--- config.mk ---
export PLATFORM = sky130hd
export DESIGN_NAME = latch_bank_writer_flat
export DESIGN_NICKNAME = d
export VERILOG_FILES = /design/src/rtl/latch_writer_pkg.sv /design/src/rtl/latch_bank_writer_if.sv /design/src/rtl/latch_writer_phase_ctr.sv /design/src/rtl/latch_bank_writer.sv /design/src/flat_wrapper.sv
export SDC_FILE = /design/constraint.sdc
export NUM_CORES = 1
export LEC_CHECK = 0
export ABC_CLOCK_PERIOD_IN_PS = 1800
export CAP_MARGIN = 20
export CORE_MARGIN = 2
export CORE_UTILIZATION = 25
export CTS_BUF_LIST = sky130_fd_sc_hd__clkbuf_8
export CTS_CLUSTER_DIAMETER = 40
export CTS_CLUSTER_SIZE = 28
export DETAILED_ROUTE_END_ITERATION = 6
export PLACE_DENSITY = 0.52
export SYNTH_ARGS = -nofsm -noshare
export SYNTH_HDL_FRONTEND = slang
export SYNTH_SLANG_ARGS = --single-unit
--- constraint.sdc ---
create_clock -name clk -period 1.8 [get_ports clk]
set_input_delay 0.27 -clock clk [delete_from_list [all_inputs] [get_ports clk]]
set_output_delay 0.27 -clock clk [all_outputs]
set_load 0.005 [all_outputs]
--- src/rtl/latch_writer_pkg.sv ---
// Shared definitions for the latch bank writer: FSM state encoding,
// default parameter values and the address-to-strobe decode helper.
// Optional shadow copy of written values is enabled by LATCH_WRITER_SHADOW_EN.
package latch_writer_pkg;

  typedef enum logic [1:0] {
    IDLE   = 2'd0,
    SETUP  = 2'd1,
    STROBE = 2'd2,
    HOLD   = 2'd3
  } state_t;

  localparam int DEF_NUM_LATCH  = 8;
  localparam int DEF_DATA_W     = 8;
  localparam int DEF_SETUP_CYC  = 1;
  localparam int DEF_STROBE_CYC = 2;
  localparam int DEF_HOLD_CYC   = 1;

  // Widest latch bank the decode helper can address.
  localparam int MAX_LATCH = 256;

  function automatic int max3(input int a, input int b, input int c);
    int m;
    m = (a > b) ? a : b;
    return (m > c) ? m : c;
  endfunction

  // Active-low one-hot of addr; all ones when addr is not below n.
  function automatic logic [MAX_LATCH-1:0] crit_onehot_n(input logic [31:0] addr,
                                                         input int n);
    logic [MAX_LATCH-1:0] one;
    one = {{(MAX_LATCH-1){1'b0}}, 1'b1};
    if (addr < 32'(n)) begin
      return ~(one << addr);
    end
    return '1;
  endfunction

endpackage

--- src/rtl/latch_bank_writer_if.sv ---
// Write request channel into the latch bank writer.
// Handshake: the master raises wrValid with wrAddr/wrData stable; the
// transfer happens on a rising clk edge where wrValid && wrReady. The
// master must hold its request until that edge; wrReady never depends
// on wrValid.
interface latch_bank_writer_if #(
  parameter int AW     = 3,
  parameter int DATA_W = 8
);
  logic              wrValid;
  logic              wrReady;
  logic [AW-1:0]     wrAddr;
  logic [DATA_W-1:0] wrData;

  modport master (output wrValid, output wrAddr, output wrData, input wrReady);
  modport slave  (input wrValid, input wrAddr, input wrData, output wrReady);
endinterface

--- src/rtl/latch_writer_phase_ctr.sv ---
// Loadable down-counter timing one phase of the write sequence.
// tc is high while the count is zero, i.e. in the last cycle of a phase.
module latch_writer_phase_ctr #(
  parameter int CW = 2
) (
  input  logic          clk,
  input  logic          rst,
  input  logic          load,
  input  logic          dec,
  input  logic [CW-1:0] load_val,
  output logic          tc
);

  logic [CW-1:0] count_q;
  logic [CW-1:0] count_d;

  // Next count: load wins over decrement; saturate at zero.
  always_comb begin
    count_d = count_q;
    if (load) begin
      count_d = load_val;
    end else if (dec && (count_q != '0)) begin
      count_d = count_q - 1'b1;
    end
  end

  // Count register.
  always_ff @(posedge clk) begin
    if (rst) begin
      count_q <= '0;
    end else begin
      count_q <= count_d;
    end
  end

  assign tc = (count_q == '0);

endmodule

--- src/rtl/latch_bank_writer.sv ---
// Write-side sequencer for a bank of transparent-low latches. Each accepted
// write drives the shared data bus, waits SETUP_CYC, pulls one crit strobe
// low for STROBE_CYC, then holds data for HOLD_CYC before going idle.
// Optional feature macro: LATCH_WRITER_SHADOW_EN adds a readable shadow copy
// of every completed write (ports shadowAddr / shadowData).
module latch_bank_writer
  import latch_writer_pkg::*;
#(
  parameter int NUM_LATCH  = DEF_NUM_LATCH,
  parameter int DATA_W     = DEF_DATA_W,
  parameter int SETUP_CYC  = DEF_SETUP_CYC,
  parameter int STROBE_CYC = DEF_STROBE_CYC,
  parameter int HOLD_CYC   = DEF_HOLD_CYC,
  localparam int AW = (NUM_LATCH > 2) ? $clog2(NUM_LATCH) : 1
) (
  input  logic                 clk,
  input  logic                 rst,
  latch_bank_writer_if.slave   wr,
  output logic [DATA_W-1:0]    latchData,
  output logic [NUM_LATCH-1:0] latchCrit,
  output logic                 busy,
  output logic                 addrErr,
  output state_t               dbg_state
`ifdef LATCH_WRITER_SHADOW_EN
  ,
  input  logic [AW-1:0]        shadowAddr,
  output logic [DATA_W-1:0]    shadowData
`endif
);

  localparam int MAX_CYC = max3(SETUP_CYC, STROBE_CYC, HOLD_CYC);
  localparam int CW      = $clog2(MAX_CYC + 1);

  // Reject configurations the sequence cannot honour.
  if (NUM_LATCH < 2 || NUM_LATCH > MAX_LATCH) begin : g_bad_num_latch
    $error("latch_bank_writer: NUM_LATCH out of range");
  end
  if (SETUP_CYC < 1 || STROBE_CYC < 1 || HOLD_CYC < 1) begin : g_bad_cyc
    $error("latch_bank_writer: phase lengths must be at least 1");
  end

  state_t                state_q, state_d;
  logic [AW-1:0]         addr_q, addr_d;
  logic [DATA_W-1:0]     data_q, data_d;
  logic [NUM_LATCH-1:0]  crit_q, crit_d;
  logic                  addr_err_q, addr_err_d;
  logic                  ctr_load, ctr_dec, ctr_tc;
  logic [CW-1:0]         ctr_val;
  logic                  handshake;

  assign wr.wrReady = (state_q == IDLE) && !rst;
  assign handshake  = wr.wrValid && wr.wrReady;

  latch_writer_phase_ctr #(.CW(CW)) u_phase_ctr (
    .clk      (clk),
    .rst      (rst),
    .load     (ctr_load),
    .dec      (ctr_dec),
    .load_val (ctr_val),
    .tc       (ctr_tc)
  );

  // Sequence FSM: each phase loads the counter for the next phase on its tc.
  // crit is derived from the next state so the strobe is a clean flop output.
  always_comb begin
    state_d    = state_q;
    addr_d     = addr_q;
    data_d     = data_q;
    addr_err_d = 1'b0;
    ctr_load   = 1'b0;
    ctr_dec    = 1'b0;
    ctr_val    = '0;
    case (state_q)
      IDLE: begin
        if (handshake) begin
          state_d    = SETUP;
          addr_d     = wr.wrAddr;
          data_d     = wr.wrData;
          addr_err_d = (32'(wr.wrAddr) >= 32'(NUM_LATCH));
          ctr_load   = 1'b1;
          ctr_val    = CW'(SETUP_CYC - 1);
        end
      end
      SETUP: begin
        if (ctr_tc) begin
          state_d  = STROBE;
          ctr_load = 1'b1;
          ctr_val  = CW'(STROBE_CYC - 1);
        end else begin
          ctr_dec = 1'b1;
        end
      end
      STROBE: begin
        if (ctr_tc) begin
          state_d  = HOLD;
          ctr_load = 1'b1;
          ctr_val  = CW'(HOLD_CYC - 1);
        end else begin
          ctr_dec = 1'b1;
        end
      end
      HOLD: begin
        if (ctr_tc) begin
          state_d = IDLE;
        end else begin
          ctr_dec = 1'b1;
        end
      end
      default: state_d = IDLE;
    endcase
    crit_d = (state_d == STROBE) ? NUM_LATCH'(crit_onehot_n(32'(addr_q), NUM_LATCH))
                                 : '1;
  end

  // State and output registers; reset drops any write in flight.
  always_ff @(posedge clk) begin
    if (rst) begin
      state_q    <= IDLE;
      addr_q     <= '0;
      data_q     <= '0;
      crit_q     <= '1;
      addr_err_q <= 1'b0;
    end else begin
      state_q    <= state_d;
      addr_q     <= addr_d;
      data_q     <= data_d;
      crit_q     <= crit_d;
      addr_err_q <= addr_err_d;
    end
  end

  assign latchData = data_q;
  assign latchCrit = crit_q;
  assign busy      = (state_q != IDLE);
  assign addrErr   = addr_err_q;
  assign dbg_state = state_q;

`ifdef LATCH_WRITER_SHADOW_EN
  logic [DATA_W-1:0] shadow_q [NUM_LATCH];
  logic [DATA_W-1:0] shadow_d [NUM_LATCH];

  // Record the value on the edge that enters HOLD (strobe complete).
  always_comb begin
    shadow_d = shadow_q;
    if (state_q == STROBE && state_d == HOLD && (32'(addr_q) < 32'(NUM_LATCH))) begin
      shadow_d[addr_q] = data_q;
    end
  end

  // Shadow storage register.
  always_ff @(posedge clk) begin
    if (rst) begin
      shadow_q <= '{default: '0};
    end else begin
      shadow_q <= shadow_d;
    end
  end

  assign shadowData = (32'(shadowAddr) < 32'(NUM_LATCH)) ? shadow_q[shadowAddr] : '0;
`endif

endmodule

--- src/flat_wrapper.sv ---
// flat-port wrapper written by rule: the top's interface ports become plain ports
module latch_bank_writer_flat import latch_writer_pkg::*;
#(
  parameter int NUM_LATCH  = DEF_NUM_LATCH,
  parameter int DATA_W     = DEF_DATA_W,
  parameter int SETUP_CYC  = DEF_SETUP_CYC,
  parameter int STROBE_CYC = DEF_STROBE_CYC,
  parameter int HOLD_CYC   = DEF_HOLD_CYC,
  localparam int AW = (NUM_LATCH > 2) ? $clog2(NUM_LATCH) : 1
)
  (clk, rst, latchData, latchCrit, busy, addrErr, dbg_state, wr_wrValid, wr_wrAddr, wr_wrData, wr_wrReady);
  latch_bank_writer_if #(.AW(3), .DATA_W(DATA_W)) wr_i ();
  input  logic clk;
  input  logic rst;
  output logic [DATA_W-1:0] latchData;
  output logic [NUM_LATCH-1:0] latchCrit;
  output logic busy;
  output logic addrErr;
  output state_t dbg_state;
  input wire logic [$bits(wr_i.wrValid)-1:0] wr_wrValid;
  input wire logic [$bits(wr_i.wrAddr)-1:0] wr_wrAddr;
  input wire logic [$bits(wr_i.wrData)-1:0] wr_wrData;
  output wire logic [$bits(wr_i.wrReady)-1:0] wr_wrReady;
  assign wr_i.wrValid = wr_wrValid;
  assign wr_i.wrAddr = wr_wrAddr;
  assign wr_i.wrData = wr_wrData;
  assign wr_wrReady = wr_i.wrReady;
  latch_bank_writer #(.NUM_LATCH(NUM_LATCH), .DATA_W(DATA_W), .SETUP_CYC(SETUP_CYC), .STROBE_CYC(STROBE_CYC), .HOLD_CYC(HOLD_CYC)) u_core (.clk(clk), .rst(rst), .wr(wr_i), .latchData(latchData), .latchCrit(latchCrit), .busy(busy), .addrErr(addrErr), .dbg_state(dbg_state));
endmodule
run_1/gates.png
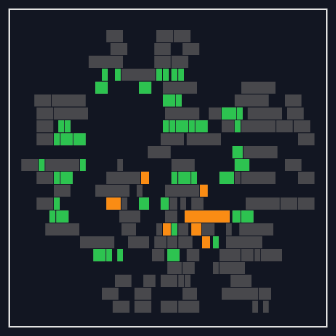
legend:
  orange:
    family: aoi and oai cells
    cells: 7
  green:
    family: nand cells
    cells: 46

run_1/placed.png
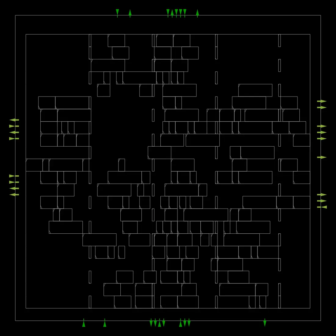
# Taps: 48
Seq/total area: 31.5%

==> results_dict.tcl, run 1 <==
# collected from the flow reports
set metrics [dict create \
    hpwl_mm 1.62 \
    fin_setup_tns_ns 0 \
    wl_met1_mm 1.03 \
    setup_viol 0 \
    slowest_delay_ns 0.33 \
    hold_path_class "flip-flop to flip-flop" \
    reg2reg_from "u_core.dbg_state[1]" \
    drt_iter0_markers 53 \
    status "finished, final reports clean" \
    worstSetupPathType "flip-flop to flip-flop" \
    rr_worst_depth 7 \
    clkTransAtPathRegs_ns 0.08 \
    grt_max_degree 18 \
    synthCells 109 \
    drive_above_1_share_pct 12.7 \
    crit_path_end "u_core.latchCrit[5]" \
    synth_top_cell_by_area "dfxtp_1" \
    worstPathCellList "inv_1 > ha_2 > and3b_1 > a211o_1 > a221oi_4 > buf_4 > nand4b_1" \
    antenna_found_initial 0 \
    grtUsageMet1_pct 14.7 \
    track_usage_pct 10.8 \
    most_common_cell "nand2_1" \
    yosysWarnings 0 \
    worstHoldStart "u_core.latchData[1]" \
    critPathLaunch "u_core.dbg_state[1]" \
    drv_cap 0 \
    cts_buffer_depth 2 \
    area_leaders "dfxtp_1 47%, nand2_1 9.9%, nand3b_1 9.9%, ha_1 7.6%, a221oi_4 2.7%" \
]
run_1/m2.png
Cells faint in the background.
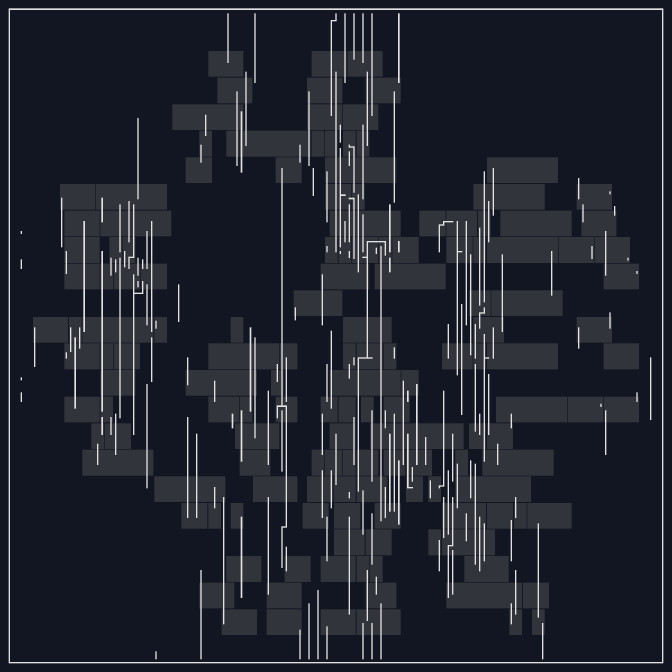
wire length on this layer: 1010 um
longest straight run: 28.1 um
nets with wire on the layer: 139
main direction: vertical
share of all routed wire: 47%

run 1: registers in the layout, summed over array words and instances, names as in the netlist:
signal,cells
u_core.latchData,8
u_core.u_phase_ctr.count_q,2
u_core.dbg_state,2
u_core.addr_q,3
u_core.latchCrit,8
run 1: cell usage in the layout, fill, tap and decap left out, types with 2 or more instances in the layout:
cell	netlist	routed
nor2b_1	2	2
clkbuf_8	0	3
inv_1	5	4
a21oi_1	3	3
dfxtp_1	23	21
clkdlybuf4s50_1	0	31
nand4b_1	3	3
dfxtp_2	0	2
ha_1	6	5
nor2_1	7	7
buf_4	1	9
nand3_1	2	2
nand3b_1	13	13
nand2_1	26	26
nor3b_1	2	2
run 1: metrics by stage:
| stage | utilization, % | hold WS [ns] | setup slack (ns) |
|---|---|---|---|
| 3_5_place_dp | 38.0 | 0.465 | -0.151 |
| 2_1_floorplan | - | 0.353 | 0.0339 |
| 4_1_cts | 39.3 | 0.483 | 0.0146 |
| 3_3_place_gp | 38.0 | 0.463 | -0.133 |
| 6_report | 39.6 | 0.477 | 0.0796 |
| 5_1_grt | 39.6 | 0.493 | -0.0187 |
run 1: power breakdown:
group	leakage (nW)	switching (mW)	internal (mW)
Clock	0.0255	0.154	0.154
Sequential	0.189	0.0522	0.592
Combinational	0.409	0.376	0.412
Total	0.623	0.583	1.16
run 1: cell families (layout without fill, tap and decap cells):
group,Yosys count,after routing,synth area share [%]
and+or+nand+nor,58,58,31.2
DFF,23,23,46.8
AOI/OAI and AO/OA,10,10,8.91
buffers and inverters,10,51,4.20
adders and majority gates,6,6,7.63
other,1,1,0.381
xor gates and xnor gates,1,1,0.891
run 1: timing repair:
action / CTS / global route
setup buffers: 0 / 1
setup endpoints to repair: 2 / 9
resized: 3 / 1
hold buffers: 0 / 0
==> inputs of run 2 (changes only) <==
--- a/config.mk
+++ b/config.mk
@@ -13,7 +13,9 @@
 export CTS_CLUSTER_DIAMETER = 40
 export CTS_CLUSTER_SIZE = 28
 export DETAILED_ROUTE_END_ITERATION = 6
+export MAX_ROUTING_LAYER = met4
 export PLACE_DENSITY = 0.52
+export SETUP_SLACK_MARGIN = 0.02
 export SYNTH_ARGS = -nofsm -noshare
 export SYNTH_HDL_FRONTEND = slang
 export SYNTH_SLANG_ARGS = --single-unit
run_2/clock_wires.png
Bar = 20 um.
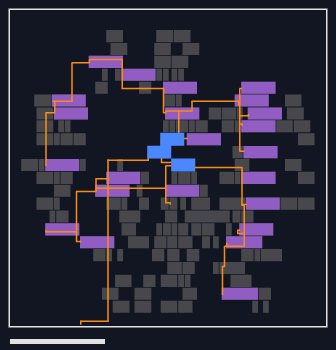
legend:
  blue:
    item: clock-net drivers
    count: 3
  orange:
    item: clock wires
    length: 265 um
  purple:
    item: flip-flops
    count: 23
routed clock nets: 4

run_2/placed.png
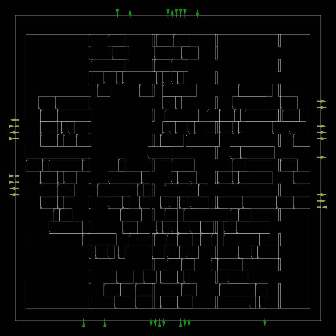
Flop Count: 23
final core utilization: 39.7%
fillers: 398

==> results_dict.tcl, run 2 <==
# collected from the flow reports
set metrics [dict create \
    status "finished, final reports clean" \
    wl_met1_mm 1.04 \
    hpwl_mm 1.62 \
    grtUsageMet1_pct 14.7 \
    rr_worst_depth 7 \
    cts_hold_buffers 0 \
    lay_top_count "clkdlybuf4s50_1" \
    synth_top_cell_by_area "dfxtp_1" \
    area_leaders "dfxtp_1 47%, nand2_1 9.9%, nand3b_1 9.9%, ha_1 7.6%, a221oi_4 2.7%" \
    cts_resized 4 \
    antenna_found_initial 0 \
    fin_setup_tns_ns 0 \
    grt_max_degree 18 \
    powerSeq_uw 644 \
    most_common_cell "nand2_1" \
    clock_power_share_pct 17.7 \
    swShare_pct 33.6 \
    setup_viol 0 \
    comb-power_uw 797 \
    slowest_delay_ns 0.33 \
    worstPathCellList "inv_1 > ha_2 > and3b_1 > a211o_1 > a221oi_4 > buf_6 > nand4b_1" \
    p_comb_share_pct 45.5 \
    p_seq_share_pct 36.8 \
    worstHoldStart "u_core.latchData[1]" \
    track_usage_pct 11.1 \
    drv_cap 0 \
    synthCells 109 \
    cts_setup_buffers 0 \
    yosysWarnings 0 \
    p_sw_uw 588 \
    hold_path_class "flip-flop to flip-flop" \
    clock_power_uw 309 \
]
==> run 2: worst register-to-register path, cell delays in order, from the launching register on <==
cell,delay (ns)
dfxtp_2,0.33
inv_1,0.07
ha_2,0.18
and3b_1,0.19
a211o_1,0.31
a221oi_4,0.28
buf_6,0.16
nand4b_1,0.10
==> run 2: final cells by class <==
type / count / area [um2] / share of cell area [%]
clock buffer: 3 / 41.3 / 2.80
multi-input combinational: 76 / 487 / 33.0
clock inverter: 1 / 5.00 / 0.340
tap: 48 / 60.1 / 4.07
inverter: 5 / 18.8 / 1.27
timing repair buffer: 42 / 399 / 27.1
sequential: 23 / 463 / 31.4
==> run 2: cells by family after synthesis <==
| group | count (synthesis) | synth area share (%) |
|---|---|---|
| AND-OR/OR-AND | 10 | 8.91 |
| XOR/XNOR | 1 | 0.891 |
| adder cells (fa/ha/maj) | 6 | 7.63 |
| buffers and inverters | 10 | 4.20 |
| flip-flops | 23 | 46.8 |
| other | 1 | 0.381 |
| AND/OR/NAND/NOR | 58 | 31.2 |
==> run 2: through the flow <==
step | cells | setup WS [ns]
after floorplan | 109 | 0.0339
after global placement | 193 | -0.133
after detailed placement | 193 | -0.151
after CTS | 197 | 0.0461
after global routing | 198 | -0.00430
final | 198 | 0.0820
==> run 2: worst max path at each step <==
stage	start	end	slack, ns
3_3_place_gp	rst	u_core.latchCrit[7]	-0.13
5_1_grt	u_core.dbg_state[1]	u_core.latchCrit[5]	-0.004
6_report	u_core.dbg_state[1]	u_core.latchCrit[5]	0.08
4_1_cts	u_core.dbg_state[1]	u_core.latchCrit[5]	0.05
3_5_place_dp	rst	u_core.latchCrit[5]	-0.15
2_1_floorplan	u_core.dbg_state[0]	u_core.latchCrit[7]	0.03
==> inputs of run 3 (changes only) <==
--- a/config.mk
+++ b/config.mk
@@ -7,7 +7,6 @@
 export LEC_CHECK = 0
 export ABC_CLOCK_PERIOD_IN_PS = 1800
 export CAP_MARGIN = 20
-export CORE_MARGIN = 2
 export CORE_UTILIZATION = 25
 export CTS_BUF_LIST = sky130_fd_sc_hd__clkbuf_8
 export CTS_CLUSTER_DIAMETER = 40
run_3/placed.png
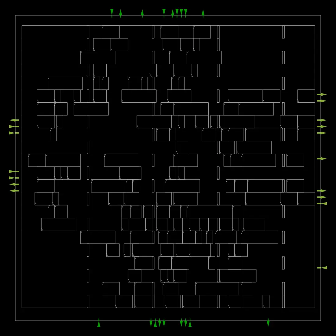
Core ar.: 0.00372 mm2
final core utilization: 39.8%

run_3/gates.png
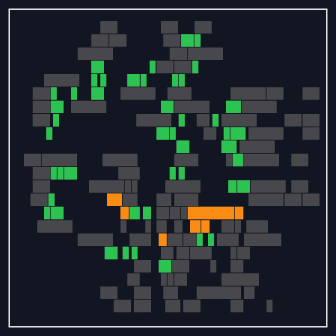
legend:
  orange:
    family: aoi and oai cells
    cells: 7
  green:
    family: nand cells
    cells: 46

==> results_dict.tcl, run 3 <==
# collected from the flow reports
set metrics [dict create \
    ys_sh_adder_pct 7.63 \
    htree_num_levels 1 \
    setup_ws_ns 0.0277 \
    critPathLaunch "u_core.dbg_state[1]" \
    setup_viol 0 \
    worstHoldStart "u_core.latchData[6]" \
    cts_buffer_depth 2 \
    place_ws_ns -0.139 \
    grt_max_degree 18 \
    drt_iter0_markers 30 \
    synth_top_cell_by_area "dfxtp_1" \
    stdcell_area_mm2 0.00148 \
    yosysWarnings 0 \
    drv_cap 0 \
    critPathArrivalTime_ns 1.90 \
    antenna_found_initial 0 \
    reg2reg_from "u_core.dbg_state[1]" \
    most_common_cell "nand2_1" \
    synthCells 109 \
    aoi_share_pct 8.91 \
    fillers 395 \
    area_leaders "dfxtp_1 47%, nand2_1 9.9%, nand3b_1 9.9%, ha_1 7.6%, a221oi_4 2.7%" \
    hpwl_mm 1.56 \
    flop_area_um2 463 \
    port_buffers 33 \
    hold_path_class "flip-flop to flip-flop" \
    logic_area_um2 494 \
    track_usage_pct 11.6 \
    status "finished, final reports clean" \
    start_kind "flip-flop" \
    cts_hold_buffers 0 \
    lay_top_count "clkdlybuf4s50_1" \
    ys_sh_simple_pct 31.2 \
    synth.area.mux_share_pct 0 \
    topCombFamilyByArea "simple AND/OR/NAND/NOR gates" \
    max-vdd-ir-drop_mv 0.315 \
    synth.ff_latch_count 23 \
    synth-xor-area-share_pct 0.891 \
]
[run 3: cell counts after synthesis]
No cell type changed its count.
[run 3: layer usage]
layer	vias to the layer above	track usage, %	part of all wire [%]
met5	-	-	0
met4	0	5.00	0.88
met3	2	2.64	4.0
met2	20	18.5	48
met1	386	13.9	47
li1	444	-	-
[run 3: layout make-up]
cell class	count	area share [%]
timing repair buffer	42	26.7
multi-input combinational	76	33.4
inverter	5	1.44
sequential	23	31.3
clock buffer	3	2.79
tap	48	4.06
clock inverter	1	0.338
[run 3: cell families (layout without fill, tap and decap cells)]
group           Yosys count  after routing
simple gates             58             58
flops                    23             23
compound gates           10             10
buf+inv                  10             51
fa+ha+maj                 6              6
other cells               1              1
xor+xnor                  1              1
[run 3: report_power, final]
group / internal (mW) / total, mW / switching (mW)
clock network: 0.154 / 0.318 / 0.164
logic: 0.417 / 0.798 / 0.381
registers: 0.593 / 0.650 / 0.0575
total: 1.16 / 1.77 / 0.602
[run 3: critical path, cell delays in order, from the launching register on]
cell,delay (ns)
dfxtp_2,0.34
inv_2,0.06
ha_4,0.15
and3b_1,0.18
a211o_1,0.35
a221oi_4,0.44
nand4_1,0.13
[run 3: what timing repair did]
item | CTS | global route
endpoints found under the setup margin | 8 | 8
setup buffers | 0 | 1
pin swaps | 0 | 7
resized | 3 | 4
[run 3: final timing paths]
check                                            to  cells past startpoint
worst max-delay path            u_core.latchCrit[7]                      6
worst min-delay path            u_core.latchData[6]                      2
worst max register to register  u_core.latchCrit[7]                      6
worst min register to register  u_core.latchData[6]                      2
[run 3: per-stage QoR]
step | TNS (ns) | util, % | instances
final | 0 | 39.8 | 198
after CTS | 0 | 39.3 | 197
after global routing | -0.449 | 39.8 | 198
after detailed placement | -0.993 | 38.0 | 193
after global placement | -0.901 | 38.0 | 193
after floorplan | 0 | - | 109
Power is estimated from default activity; no workload was simulated.
